## src/rtl/pkt_pkg.sv

```systemverilog
// Shared packet definitions for the packet source arbiter: beat field layout,
// packet type constants and the arbiter state encoding.
package pkt_pkg;

   localparam int PKT_W       = 13;
   localparam int DST_LSB     = 11;
   localparam int DST_W       = 2;
   localparam int TYPE_LSB    = 9;
   localparam int TYPE_W      = 2;
   localparam int PAYLOAD_LSB = 1;
   localparam int PAYLOAD_W   = 8;
   localparam int EOP_BIT     = 0;

   localparam logic [TYPE_W-1:0] PKT_T_URGENT = 2'b11;

   typedef enum logic {
      IDLE = 1'b0,
      XFER = 1'b1
   } arb_state_e;

   function automatic logic is_urgent(input logic [PKT_W-1:0] beat);
      return (beat[TYPE_LSB +: TYPE_W] == PKT_T_URGENT);
   endfunction

endpackage

```

## src/rtl/pkt_src_arbiter_rr_pick.sv

```systemverilog
// Combinational round-robin picker: first set request at or after ptr_i,
// wrapping modulo N; returns one-hot grant, its index and an any-request flag.
module rr_pick #(
   parameter int N  = 4,
   parameter int IW = (N > 1) ? $clog2(N) : 1
) (
   input  logic [N-1:0]  req_i,
   input  logic [IW-1:0] ptr_i,
   output logic [N-1:0]  gnt_o,
   output logic [IW-1:0] idx_o,
   output logic          any_o
);

   // Walk the request vector starting at the pointer; the first hit wins.
   always_comb begin
      logic [IW-1:0] pos_v;
      logic          hit_v;
      gnt_o = '0;
      idx_o = '0;
      any_o = 1'b0;
      pos_v = '0;
      hit_v = 1'b0;
      for (int k = 0; k < N; k++) begin
         pos_v        = IW'((int'(ptr_i) + k) % N);
         hit_v        = !any_o && req_i[pos_v];
         gnt_o[pos_v] = gnt_o[pos_v] | hit_v;
         idx_o        = hit_v ? pos_v : idx_o;
         any_o        = any_o | hit_v;
      end
   end

endmodule

```

## src/rtl/pkt_src_arbiter.sv

```systemverilog
// Round-robin packet arbiter with a single registered output stage; the grant
// is held until end-of-packet or MAX_BEATS. Optional feature: PKT_ARB_URGENT_EN.
module pkt_src_arbiter
   import pkt_pkg::*;
#(
   parameter int NUM_SRC   = 4,
   parameter int MAX_BEATS = 16
) (
   input  logic                     clk,
   input  logic                     reset,
   input  logic [NUM_SRC*PKT_W-1:0] src_pkt,
   input  logic [NUM_SRC-1:0]       src_valid,
   output logic [NUM_SRC-1:0]       src_ready,
   output logic [PKT_W-1:0]         pkt_out,
   output logic                     pkt_valid,
   input  logic                     pkt_ready,
   output logic [NUM_SRC-1:0]       grant,
   output logic                     busy,
   output logic                     trunc_err
);

   localparam int         IW    = $clog2(NUM_SRC);
   localparam logic [7:0] MAX_B = 8'(MAX_BEATS);

   arb_state_e         state_q, state_d;
   logic [NUM_SRC-1:0] grant_q, grant_d;
   logic [IW-1:0]      gidx_q, gidx_d;
   logic [IW-1:0]      rr_ptr_q, rr_ptr_d;
   logic [7:0]         cnt_q, cnt_d;
   logic [PKT_W-1:0]   pkt_out_q, pkt_out_d;
   logic               pkt_valid_q, pkt_valid_d;
   logic               trunc_q, trunc_d;

   logic [NUM_SRC-1:0] pick_gnt_s;
   logic [IW-1:0]      pick_idx_s;
   logic               pick_any_s;

`ifdef PKT_ARB_URGENT_EN
   logic [NUM_SRC-1:0] urg_req_s, urg_gnt_s, all_gnt_s;
   logic [IW-1:0]      urg_idx_s, all_idx_s;
   logic               urg_any_s, all_any_s;

   // Urgent requesters are those whose presented beat carries the urgent type.
   always_comb begin
      urg_req_s = '0;
      for (int i = 0; i < NUM_SRC; i++) begin
         urg_req_s[i] = src_valid[i] && is_urgent(src_pkt[i*PKT_W +: PKT_W]);
      end
   end

   rr_pick #(.N(NUM_SRC), .IW(IW)) u_pick_urg (
      .req_i(urg_req_s), .ptr_i(rr_ptr_q),
      .gnt_o(urg_gnt_s), .idx_o(urg_idx_s), .any_o(urg_any_s)
   );
   rr_pick #(.N(NUM_SRC), .IW(IW)) u_pick_all (
      .req_i(src_valid), .ptr_i(rr_ptr_q),
      .gnt_o(all_gnt_s), .idx_o(all_idx_s), .any_o(all_any_s)
   );

   assign pick_gnt_s = urg_any_s ? urg_gnt_s : all_gnt_s;
   assign pick_idx_s = urg_any_s ? urg_idx_s : all_idx_s;
   assign pick_any_s = all_any_s;
`else
   rr_pick #(.N(NUM_SRC), .IW(IW)) u_pick_all (
      .req_i(src_valid), .ptr_i(rr_ptr_q),
      .gnt_o(pick_gnt_s), .idx_o(pick_idx_s), .any_o(pick_any_s)
   );
`endif

   logic [PKT_W-1:0] sel_beat_s;
   logic [7:0]       beat_num_s;
   logic             out_free_s, load_s, at_max_s, trunc_hit_s, release_s;
   logic [IW-1:0]    next_ptr_s;

   assign sel_beat_s  = src_pkt[int'(gidx_q)*PKT_W +: PKT_W];
   assign out_free_s  = !pkt_valid_q || pkt_ready;
   assign load_s      = (state_q == XFER) && src_valid[gidx_q] && out_free_s;
   assign beat_num_s  = cnt_q + 8'd1;
   assign at_max_s    = (beat_num_s == MAX_B);
   // A beat reaching MAX_BEATS without eop is cut short and the grant released.
   assign trunc_hit_s = load_s && at_max_s && !sel_beat_s[EOP_BIT];
   assign release_s   = load_s && (sel_beat_s[EOP_BIT] || at_max_s);
   assign next_ptr_s  = (gidx_q == IW'(NUM_SRC - 1)) ? IW'(0) : gidx_q + IW'(1);

   // Only the granted source may see ready, and only when the output slot frees.
   always_comb begin
      src_ready = '0;
      if (state_q == XFER) begin
         src_ready[gidx_q] = out_free_s;
      end else begin
         src_ready = '0;
      end
   end

   // Arbitration FSM next state, grant, beat counter and round-robin pointer.
   always_comb begin
      state_d  = state_q;
      grant_d  = grant_q;
      gidx_d   = gidx_q;
      rr_ptr_d = rr_ptr_q;
      cnt_d    = cnt_q;
      case (state_q)
         IDLE: begin
            if (pick_any_s) begin
               state_d = XFER;
               grant_d = pick_gnt_s;
               gidx_d  = pick_idx_s;
               cnt_d   = 8'd0;
            end else begin
               state_d = IDLE;
            end
         end
         XFER: begin
            if (release_s) begin
               state_d  = IDLE;
               grant_d  = '0;
               rr_ptr_d = next_ptr_s;
               cnt_d    = beat_num_s;
            end else if (load_s) begin
               cnt_d = beat_num_s;
            end else begin
               cnt_d = cnt_q;
            end
         end
         default: begin
            state_d = IDLE;
            grant_d = '0;
         end
      endcase
   end

   // Output register: a load replaces the beat; an accept without load drains it.
   always_comb begin
      pkt_out_d   = pkt_out_q;
      pkt_valid_d = pkt_valid_q;
      trunc_d     = trunc_q | trunc_hit_s;
      if (load_s) begin
         pkt_out_d          = sel_beat_s;
         pkt_out_d[EOP_BIT] = sel_beat_s[EOP_BIT] | trunc_hit_s;
         pkt_valid_d        = 1'b1;
      end else if (pkt_ready) begin
         pkt_valid_d = 1'b0;
      end else begin
         pkt_valid_d = pkt_valid_q;
      end
   end

   // State registers with synchronous reset.
   always_ff @(posedge clk) begin
      if (reset) begin
         state_q     <= IDLE;
         grant_q     <= '0;
         gidx_q      <= '0;
         rr_ptr_q    <= '0;
         cnt_q       <= 8'd0;
         pkt_out_q   <= '0;
         pkt_valid_q <= 1'b0;
         trunc_q     <= 1'b0;
      end else begin
         state_q     <= state_d;
         grant_q     <= grant_d;
         gidx_q      <= gidx_d;
         rr_ptr_q    <= rr_ptr_d;
         cnt_q       <= cnt_d;
         pkt_out_q   <= pkt_out_d;
         pkt_valid_q <= pkt_valid_d;
         trunc_q     <= trunc_d;
      end
   end

   assign pkt_out   = pkt_out_q;
   assign pkt_valid = pkt_valid_q;
   assign grant     = grant_q;
   assign busy      = (state_q == XFER);
   assign trunc_err = trunc_q;

endmodule
```

## config.mk

```make
export PLATFORM = sky130hd
export DESIGN_NAME = pkt_src_arbiter
export DESIGN_NICKNAME = d
export VERILOG_FILES = /design/src/rtl/pkt_pkg.sv /design/src/rtl/pkt_src_arbiter_rr_pick.sv /design/src/rtl/pkt_src_arbiter.sv
export SDC_FILE = /design/constraint.sdc
export NUM_CORES = 1
export LEC_CHECK = 0
export CAP_MARGIN = 10
export CORE_MARGIN = 2
export CORE_UTILIZATION = 43
export CTS_BUF_LIST = sky130_fd_sc_hd__clkbuf_2
export CTS_CLUSTER_DIAMETER = 60
export DETAILED_ROUTE_END_ITERATION = 8
export GPL_ROUTABILITY_DRIVEN = 0
export GPL_TIMING_DRIVEN = 0
export HOLD_SLACK_MARGIN = 0.03
export PLACE_DENSITY = 0.79
export SLEW_MARGIN = 30
export SYNTH_ARGS = -nofsm -noshare
export SYNTH_HDL_FRONTEND = slang
export SYNTH_HIERARCHICAL = 1
export SYNTH_SLANG_ARGS = --single-unit
export TNS_END_PERCENT = 20
```

## constraint.sdc

```tcl
create_clock -name clk -period 2.72 [get_ports clk]
set_input_delay 0.272 -clock clk [delete_from_list [all_inputs] [get_ports clk]]
set_output_delay 0.272 -clock clk [all_outputs]
set_load 0.05 [all_outputs]
```

run_1/logic_types.png
Bar = 20 um.
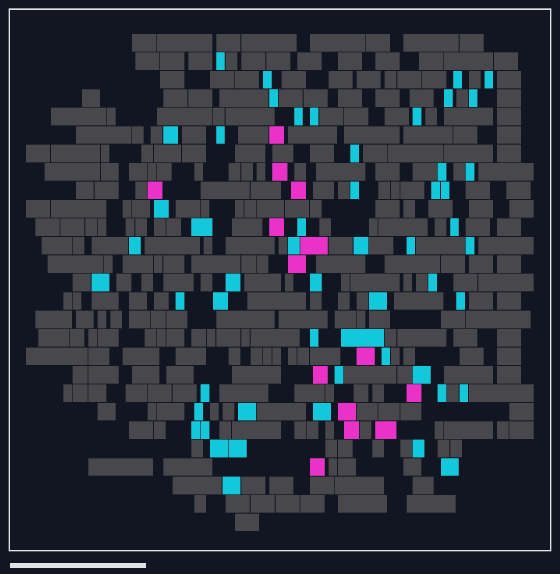
[cyan] nand cells | cells: 53
[magenta] and/or cells | cells: 14

run_1/cell_density.png
The die is cut into 8 by 8 equal tiles; black is low, pale yellow is high, 0 to 100% covered.
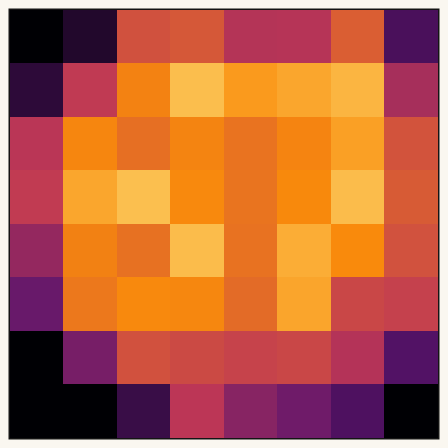
tiles over 75% full: 17%
emptiest ninth of the die: lower left
nearly empty tiles: 7.8%
mean over tiles: 54%

==> impl_metrics.json, run 1 <==
{
  "outcome": "complete, but fails checks",
  "failed_checks": "negative setup slack",
  "ys_ff": 32,
  "ys_chip_area_um2": 2460,
  "p_comb_frac": 0.496,
  "p_int_uw": 914.4,
  "seq_share": 0.1845,
  "drv_slew": 0,
  "flop-count": 32,
  "synthCells": 272,
  "synth.distinct_cells": 47,
  "synth.largest_area_cell": "dfxtp_1",
  "warning_count": 35,
  "grt_pass1_vias": 2290,
  "hold_ws_ps": 465.3,
  "worst_slack_ps": -246.2,
  "nClkBuffers": 5,
  "cts_hold_buffers": 0,
  "dp_hpwl_mm": 5.147,
  "startpoint_type": "flop",
  "swShare": 0.3920,
  "syn_area_per_cell_um2": 9.044,
  "async_reset_ff_frac": 0,
  "tritoncts": "yes",
  "worstPathArrival_ps": 3240,
  "gr-total-overflow": 0,
  "timing.critical_path.fanout_max": 6,
  "n_all_buffers": 108,
  "power_switching_uw": 589.5,
  "diodes": 0,
  "flop_area_um2": 648.1,
  "muxShareOfSynthArea": 0.2406,
  "finalHoldViolCount": 0,
  "die-area_um2": 6342,
  "clockBufferDepth": 2,
  "dr.first_iter.drc_count": 96,
  "fmax_mhz": 337.1,
  "antenna_found_initial": 0,
  "synth_top_cell_by_count": "nand2_1",
  "ys_warn_count": 6,
  "nNetsFinal": 433,
  "lay_top_cells": "clkdlybuf4s50_1 (80), nand2_1 (33), dfxtp_1 (30), a21oi_1 (26), nor2_1 (19)",
  "synth-xor-area-share": 0.01068,
  "synthTopCellsByCount": "nand2_1 (33), dfxtp_1 (32), a21oi_1 (26)",
  "grt_max_degree": 18,
  "setup_viol": 4,
  "maxSlewHeadroom": 0.6144,
  "cp.required_ps": 3000,
  "die_y_um": 79.64,
  "fin_crit_sh": 1.091
}
run_1/layer_met3.png
Bar = 20 um.
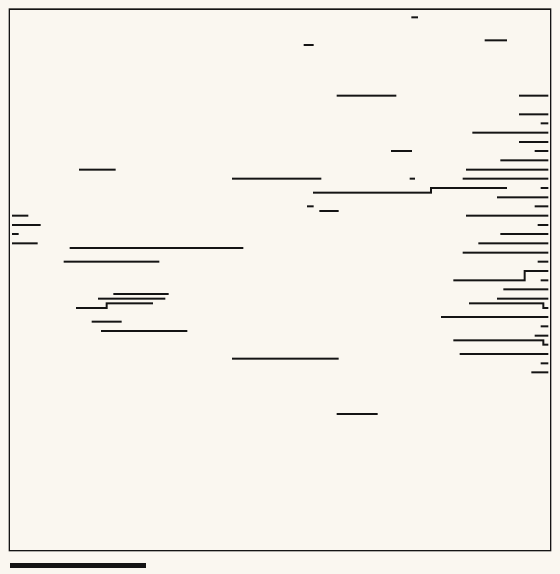
main direction: horizontal
nets with wire on the layer: 47

[run 1: power by group through the flow]
stage	Clock (uW)	Combinational (uW)	Sequential [uW]
after floorplan	0	388	640
after global placement	0	707	543
after detailed placement	0	721	544
after CTS	236	722	534
after global routing	252	802	538
final	226	745	533
[run 1: layer usage]
metal,vias to the layer above,wire length [um]
met5,-,0
li1,1199,-
met2,65,3561
met1,1160,2671
met3,10,381
met4,0,116
[run 1: registers in the layout, indices dropped and copies added, names as in the netlist]
register   count
gidx_q         2
busy           1
pkt_out       13
grant          4
trunc_err      1
pkt_valid      1
rr_ptr_q       2
cnt_q          8
[run 1: critical path, stage by stage (launching register included)]
cell	delay [ps]
dfxtp_4	440
buf_12	130
inv_6	30
ha_4	270
mux4_2	490
mux2_4	320
a221oi_4	360
nor4b_2	90
nor4_1	290
o21a_2	210
mux2i_1	80
nand2_1	90
o21ai_1	60
[run 1: worst paths after layout]
check                   start          to  slack (ps)  cells after the start
hold / removal     pkt_out[6]  pkt_out[6]         470                      2
hold reg to reg    pkt_out[6]  pkt_out[6]         470                      2
setup reg to reg  rr_ptr_q[0]    grant[2]        -250                     12
setup / recovery  rr_ptr_q[0]    grant[2]        -250                     12
[run 1: stage by stage]
stage | total power [uW] | instances | util | setup WS [ps]
6_report | 1504 | 437 | 0.6378 | -246.2
5_1_grt | 1593 | 437 | 0.6378 | -486.8
4_1_cts | 1492 | 431 | 0.6255 | -182.9
3_5_place_dp | 1266 | 426 | 0.6169 | -698.7
3_3_place_gp | 1250 | 426 | 0.6169 | -670.2
2_1_floorplan | 1029 | 272 | - | 7.468
[run 1: repair_timing]
item                                    CTS  global route
pin swaps                                 2             2
hold endpoints to repair                  0             0
cloned                                    0             0
endpoints found under the setup margin   17             8
resized                                  15             5
setup buffers                             0             6
==> inputs of run 2 (changes only) <==
--- a/config.mk
+++ b/config.mk
@@ -6,15 +6,17 @@
 export NUM_CORES = 1
 export LEC_CHECK = 0
 export CAP_MARGIN = 10
+export CELL_PAD_IN_SITES_DETAIL_PLACEMENT = 0
+export CELL_PAD_IN_SITES_GLOBAL_PLACEMENT = 2
 export CORE_MARGIN = 2
-export CORE_UTILIZATION = 43
+export CORE_UTILIZATION = 25
 export CTS_BUF_LIST = sky130_fd_sc_hd__clkbuf_2
 export CTS_CLUSTER_DIAMETER = 60
 export DETAILED_ROUTE_END_ITERATION = 8
 export GPL_ROUTABILITY_DRIVEN = 0
 export GPL_TIMING_DRIVEN = 0
 export HOLD_SLACK_MARGIN = 0.03
-export PLACE_DENSITY = 0.79
+export PLACE_DENSITY_LB_ADDON = 0.1
 export SLEW_MARGIN = 30
 export SYNTH_ARGS = -nofsm -noshare
 export SYNTH_HDL_FRONTEND = slang
==> run 2 against run 1 <==
- the run still ends with negative setup slack left
- clock power is essentially flat
- register-to-register slack better by 80 ps
- combinational power is 2% higher
- highest routed layer unchanged
==> impl_metrics.json, run 2 <==
{
  "outcome": "complete, but fails checks",
  "failed_checks": "negative setup slack",
  "ys_warn_count": 6,
  "clockBufferDepth": 2,
  "synth.largest_area_cell": "dfxtp_1",
  "warning_count": 35,
  "maxSlewHeadroom": 0.5867,
  "rrSetupSlack_ps": -170,
  "tritoncts": "yes",
  "fp_nets": 341,
  "synth.distinct_cells": 47,
  "worstPathArrival_ps": 3130,
  "synthCells": 272,
  "hp-start": "trunc_err",
  "reg2reg_to": "grant[2]",
  "grt_max_degree": 18,
  "gr-total-overflow": 0,
  "synthTopCellsByCount": "nand2_1 (33), dfxtp_1 (32), a21oi_1 (26)",
  "timing.critical_path.fanout_max": 5,
  "cpPeakStageDelay_ps": 480,
  "reg2reg_depth": 12,
  "cp_slowest_cell": "mux4_2",
  "cts_sinks": 32,
  "setup_viol": 5,
  "dp_cells": 487,
  "finalNonFillerCells": 499,
  "timing.critical_path.mode_cell": "a22oi_2",
  "r2r-start": "rr_ptr_q[0]",
  "min_path_cells": 2,
  "drv_slew": 0,
  "dp_hpwl_mm": 5.603,
  "largest_reg_flops": 13,
  "fmax_mhz": 346.0,
  "die_y_um": 103.2,
  "cp.required_ps": 2960,
  "cp-startpoint": "rr_ptr_q[0]",
  "worst_slack_ps": -170.1,
  "dr.first_iter.drc_count": 69,
  "antenna_found_initial": 0,
  "ys_ff": 32,
  "crit_path_end": "grant[2]",
  "startpoint_type": "flop",
  "diodes": 0,
  "ys_chip_area_um2": 2460,
  "synth_top_cell_by_count": "nand2_1",
  "fin_crit_sh": 1.063,
  "die-area_um2": 10650,
  "grt_pass1_vias": 2333
}
[run 2: cell families after synthesis]
family / after synthesis / share of synthesized area
and+or+nand+nor: 100 / 0.2111
adders and majority gates: 10 / 0.05086
muxes: 33 / 0.2406
xor gates and xnor gates: 3 / 0.01068
AOI/OAI and AO/OA: 64 / 0.1750
DFF: 32 / 0.2604
buffers and inverters: 30 / 0.05137
[run 2: final cells by class]
cell class	instances	area, um2
fillers	1026	6032
repair buffers	91	888.4
flip-flops and latches	32	648.1
inverters	7	31.28
clock inverters	1	5.005
plain buffers	19	105.1
well taps	133	166.4
multi-input cells	210	1733
clock buffers	6	30.03
[run 2: stage by stage]
step	setup WS [ps]	TNS, ps	utilization	hold WS (ps)
floorplan	7.468	0	-	444.7
finish	-170.1	-692.6	0.3742	464.8
detailed placement	-891.2	-8352	0.3603	448.9
global placement	-824.5	-7953	0.3603	441.3
global route	-370.9	-2501	0.3742	486.9
CTS	-213.1	-816.2	0.3653	470.2
[run 2: layer usage]
metal,up-vias,track usage,wire [um]
li1,1193,-,-
met1,1134,0.1916,3306
met2,58,0.2323,3709
met3,4,0.02890,369
met4,0,0.03239,53
met5,-,0,0
[run 2: timing repair]
action                     4_1_cts  5_1_grt
buffers inserted                 0        9
setup endpoints to repair       17       13
gates resized                    9       10
pin swaps                        3        6
[run 2: power breakdown]
part           switching [uW]  leakage (uW)  internal, uW
Combinational             401      0.000975           357
Sequential               26.7      0.000262           505
Clock                     166     0.0000288          61.5
[run 2: critical path, delay by kind of cell (launching register included)]
| family | cells | cell delay (ps) |
|---|---|---|
| compound gates | 4 | 810 |
| fa+ha+maj | 1 | 280 |
| mux | 3 | 880 |
| flops | 1 | 420 |
| simple gates | 2 | 210 |
| buf+inv | 2 | 160 |
run_2/io_fan.png
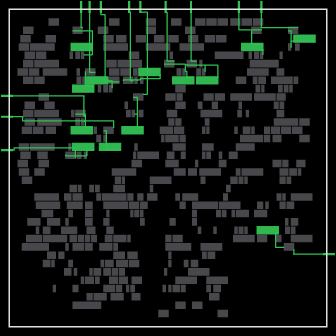
[green] pkt_out | direction: output | edge: 9 top, 3 left, 1 right | end cells: 13 | wire: 440 um

run_2/placement.png
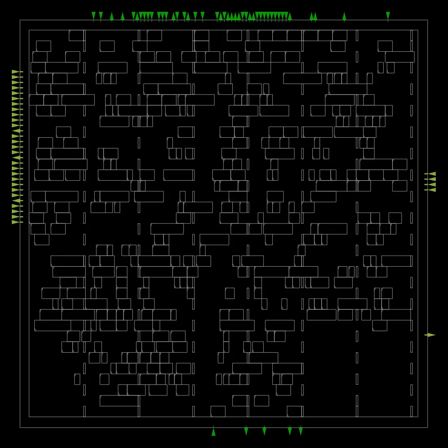
flop count: 32
Core ar.: 9639 um2
Final Util: 0.3742
fill count: 1026

==> inputs of run 3 (changes only) <==
--- a/config.mk
+++ b/config.mk
@@ -5,7 +5,7 @@
 export SDC_FILE = /design/constraint.sdc
 export NUM_CORES = 1
 export LEC_CHECK = 0
-export CAP_MARGIN = 10
+export CAP_MARGIN = 0
 export CELL_PAD_IN_SITES_DETAIL_PLACEMENT = 0
 export CELL_PAD_IN_SITES_GLOBAL_PLACEMENT = 2
 export CORE_MARGIN = 2
==> run 3 against run 2 <==
- the flow still finishes with violations (negative setup slack)
- worst setup slack stayed put
- via count unchanged
- die size unchanged
- final area did not move
- cell count is the same
- synthesized cell count unchanged
- first-iteration DRC count unchanged
- hold slack unchanged
- clock skew unchanged
- area after synthesis did not move
- non-clock buffer count is the same
- core utilization unchanged
- highest routed layer unchanged
==> impl_metrics.json, run 3 <==
{
  "largest_reg_flops": 13,
  "power_uw": 1517,
  "dp_cells": 487,
  "failed_checks": "negative setup slack",
  "cts_sinks": 32,
  "met1_length_mm": 3.306,
  "use_met2": 0.2323,
  "r2r-start": "rr_ptr_q[0]",
  "combGateArea_um2": 1733,
  "timing.critical_path.fanout_max": 5,
  "cts_hold_buffers": 0,
  "fp_nets": 341,
  "die_y_um": 103.2,
  "synthTopCellsByCount": "nand2_1 (33), dfxtp_1 (32), a21oi_1 (26)",
  "startpoint_type": "flop",
  "wl_met2_mm": 3.709,
  "nNetsFinal": 435,
  "async_reset_ff_frac": 0,
  "top_layer": "met4",
  "dp_hpwl_mm": 5.603,
  "ys_ff": 32,
  "finalHoldViolCount": 0,
  "utilization": 0.3742,
  "lay_top_cells": "clkdlybuf4s50_1 (82), nand2_1 (33), dfxtp_1 (30), a21oi_1 (26), nor2_1 (19)",
  "synth_top_cell_by_count": "nand2_1",
  "die-area_um2": 10650,
  "worst_slack_ps": -170.1,
  "outcome": "complete, but fails checks",
  "holdPathEnd": "trunc_err",
  "tritoncts": "yes",
  "setup-tns-final_ps": -692.6,
  "cp.required_ps": 2960,
  "synthCells": 272,
  "setup_viol": 5,
  "hold_ws_ps": 464.8,
  "ys_warn_count": 6,
  "diodes": 0,
  "synth.largest_area_cell": "dfxtp_1",
  "finalNonFillerCells": 499
}
==> run 3: cell counts in the layout (fill, tap and decap cells not counted) <==
No cell type changed its count.
==> run 3: final cells by class <==
type	instances	share of cell area
clock inverters	1	0.001387
multi-input cells	210	0.4804
flip-flops and latches	32	0.1797
clock buffers	6	0.008325
repair buffers	91	0.2463
plain buffers	19	0.02914
inverters	7	0.008672
well taps	133	0.04613
==> run 3: kinds of logic (layout without fill, tap and decap cells) <==
group                      count (synthesis)  in the layout  share of synthesized area
adders and majority gates                 10             10                    0.05086
AOI/OAI and AO/OA                         64             64                     0.1750
DFF                                       32             32                     0.2604
muxes                                     33             33                     0.2406
and+or+nand+nor                          100            100                     0.2111
buffers and inverters                     30            124                    0.05137
xor gates and xnor gates                   3              3                    0.01068
==> run 3: critical path: cells and delay by family, from the launching register on <==
family | cells | cell delay [ps]
AOI/OAI and AO/OA | 4 | 810
adders and majority gates | 1 | 280
buffers and inverters | 2 | 160
DFF | 1 | 420
muxes | 3 | 880
and+or+nand+nor | 2 | 210
==> run 3: how the worst max path moves through the flow <==
stage / startpoint / endpoint / depth (start not counted)
6_report: rr_ptr_q[0] / grant[2] / 12
2_1_floorplan: rr_ptr_q[0] / grant[2] / 12
4_1_cts: rr_ptr_q[0] / grant[3] / 12
3_3_place_gp: src_valid[0] / cnt_q[3] / 11
3_5_place_dp: src_valid[0] / cnt_q[7] / 11
5_1_grt: rr_ptr_q[0] / grant[2] / 12
==> run 3: timing repair <==
item | 4_1_cts | 5_1_grt
resized | 9 | 10
setup buffers | 0 | 9
pin swaps | 3 | 6
endpoints found under the setup margin | 17 | 13
==> run 3: where the power goes <==
part	switching, uW	leakage (uW)	internal [uW]	total, uW
clock network	166	0.0000288	61.5	228
registers	26.7	0.000262	505	532
logic	401	0.000975	357	758
total	594	0.00127	924	1520
run_3/io_fan.png
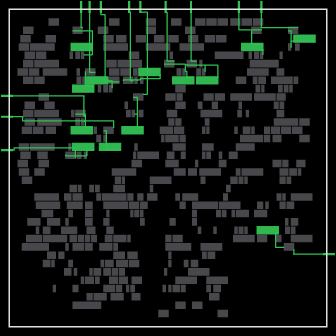
[green] pkt_out | direction: output | edge: 9 top, 3 left, 1 right | end cells: 13 | wire: 440 um

run_3/cell_density.png
The die is cut into 10 by 10 equal tiles; black is low, pale yellow is high, 0 to 100% covered.
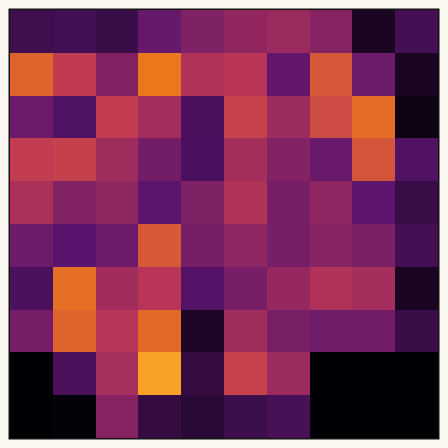
fp util: 0.2552

Power figures rest on the tool's default switching activity, not on a simulated workload.
